Design ref_window_buffer, sky130hd; sources not shown.
Figure 1. Routed metal, one colour a layer.
Scale: 1 px per µm.
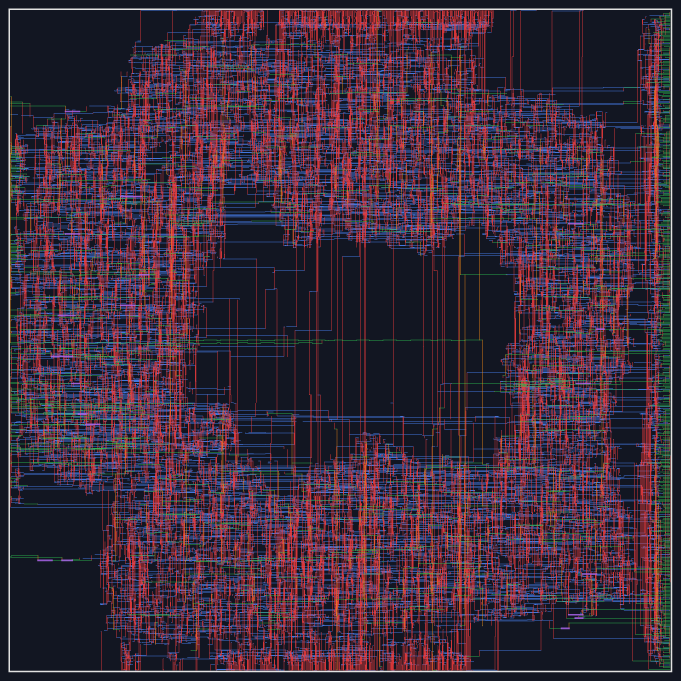
colour	layer	wire length
green	met3	20.6 mm
orange	met4	9470 µm
purple	met5	237 µm
red	met2	187 mm
blue	met1	150 mm
total wire length: 367000 µm
via count: 66500
WL per Instance: 25.8 µm
gr usage total: 16.2%

Figure 2. Clock routing.
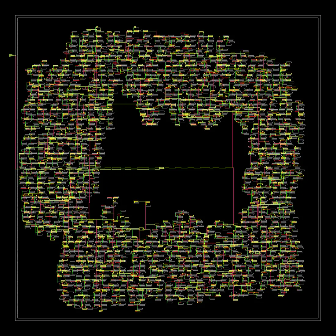
Latency at later pin: 1.03 ns
Sink Count: 2960

==> impl_metrics.yaml <==
# physical design summary
route:
  via_per_inst: 4.67
  drc: 0
  routed-wl-met3_um: 20600
  drt_first_pass_iters: 5
  wl_met1_um: 150000
  top_layer: "met5"
  detail-route-antenna-nets: 0
  route.met2.wl_um: 187000
floorplanning:
  fp_util_pct: 30.1
  rows: 239
  die_y_um: 661
  pin_count: 1222
  chipArea_mm2: 0.437
  core_area_mm2: 0.423
place:
  dp_cells: 13000
  dp_worst_setup_slack_ns: 4.60
  gp_congestion: 0.719
  dpl_cell_area_mm2: 0.139
  dpl.hpwl_um: 196000
  numPortBuffers: 1221
power:
  p_sw_share_pct: 26.0
  ir_drop_mv: 0.118
  p_switching_uw: 9120
  p_comb_uw: 7350
  powerDensity_mw_per_mm2: 216
  clock_power_share_pct: 48.4
  pg_seq_uw: 10800
  p_int_uw: 26000
  power_uw: 35100
  clk-power_uw: 17000
  power.leakage_uw: 0.0530
  power_frac_comb_pct: 20.9
  pwr-share-seq_pct: 30.6
timing:
  whs_ns: 0.559
  rsz0062_at_grt: "no"
  post-route-period-util_pct: 71.0
  layout_min_cycle_time_ns: 9.20
  fin_ws_ns: 3.75
  finalSetupViolations: 0
  tightest_slew_ns: 1.32
  fin_tns_setup_ns: 0
  final.setup_skew_ns: 0.0582
  maxSlewHeadroom_pct: 11.9
  hold_violations: 0
  max_freq_ghz: 0.109
  maxSlewViolCount: 0
finish:
  largest_reg_flops: 2944
  layout_top_cells: "edfxtp_1 (2944), clkdlybuf4s50_1 (1221), and2_1 (1025), nand2_1 (743), mux4_2 (736)"
  final_area_mm2: 0.162
  post-route-util_pct: 38.4
  drive_gt1_share_pct: 23.1
  final_nets: 8195
  final_cells: 14200
  syn_to_final_growth_pct: 27.7
yosys:
  ys.flops: 2960
  yosysUniqueCellTypes: 39
  yosysWarningCount: 6
  syn_inst: 7389
  syn_area_per_cell_um2: 17.2
  ys_async_sr_fraction_pct: 0.541
  yosys_area_mm2: 0.127
  synth_stat.cells: 7389
  syn_area_mm2: 0.127
  syn-num-nets: 7595
setup_path:
  arrival_ns: 5.96
  startpoint_type: "flip-flop"
  rrSetupSlack_ns: 6.68
  rr_worst_depth: 11
  worstPathMaxFanout: 255
  crit_type: "reg2out"
  required_ns: 9.71
  cp-end-kind: "output pin"
worst_hold_path:
  min_path_type: "reg2reg"
flow_run:
  tool_warnings: 76
  cap_violations: 0
grt:
  grt_pass1_wl_um: 516000
  met3_usage_pct: 3.10
  grt_pass1_vias: 70600
  grt_overflow: 0
  grt_max_degree: 256
  met2_usage_pct: 28.5
  antenna_found_initial: 89
  met1_usage_pct: 20.3
clocking:
  clk_pin_slew_ns: 0.04
  cts_made_buffers: 673
  ctsHoldBuffers: 0
  htree_levels: 6
  cts_setup_buffers: 0
  cts_tree: "built"
status:
  status: "completed"
worst max-delay path, cell delays in order (launching register included):
cell and delay (ns):
dfrtp_4 0.96, inv_8 0.39, ha_1 0.46, and3_1 0.19, nand3_4 0.47, buf_4 0.72, buf_12 0.45, and2_1 0.23
clkdlybuf4s50_1 0.61
synthesized netlist by cell type, types with 2 or more instances:
cell type	n	area share (%)
or3_1	3	0.015
nand3_1	10	0.039
a31oi_1	184	0.91
inv_1	8	0.024
dfrtp_1	16	0.32
clkbuf_1	283	0.84
clkinv_1	2	0.0059
a21o_1	5	0.030
a311oi_1	3	0.021
buf_4	1024	6.0
buf_2	80	0.32
nor2_1	33	0.097
nand2_1	743	2.2
edfxtp_1	2944	70
nand3b_1	2	0.012
a211oi_1	2	0.012
nand4_1	2	0.0098
and2_1	1025	5.0
a21oi_1	3	0.012
mux4_2	736	13
mux2i_1	9	0.071
buf_1	43	0.13
and3_1	185	0.91
ha_1	14	0.14
nor2b_1	5	0.025
xnor2_1	8	0.055
mux2_2	3	0.027
o21ai_0	3	0.012
final cells by class:
class	count	area, µm²	area share [%]
flip-flops and latches	2960	88800	54.7
multi-input cells	2987	29300	18.0
clock buffers	768	17400	10.7
repair buffers	1356	13800	8.50
well taps	5663	7090	4.36
clock inverters	475	5870	3.62
inverters	11	63.8	0.0393
diodes	22	55.1	0.0339
logic make-up after synthesis:
| group | after synthesis | synth area share (%) |
|---|---|---|
| DFF | 2960 | 69.9 |
| and+or+nand+nor | 2010 | 8.36 |
| buffers and inverters | 1442 | 7.37 |
| muxes | 749 | 13.2 |
| AOI/OAI and AO/OA | 204 | 1.02 |
| adders and majority gates | 15 | 0.154 |
| xor gates and xnor gates | 9 | 0.0620 |
Power figures rest on the tool's default switching activity, not on a simulated workload.
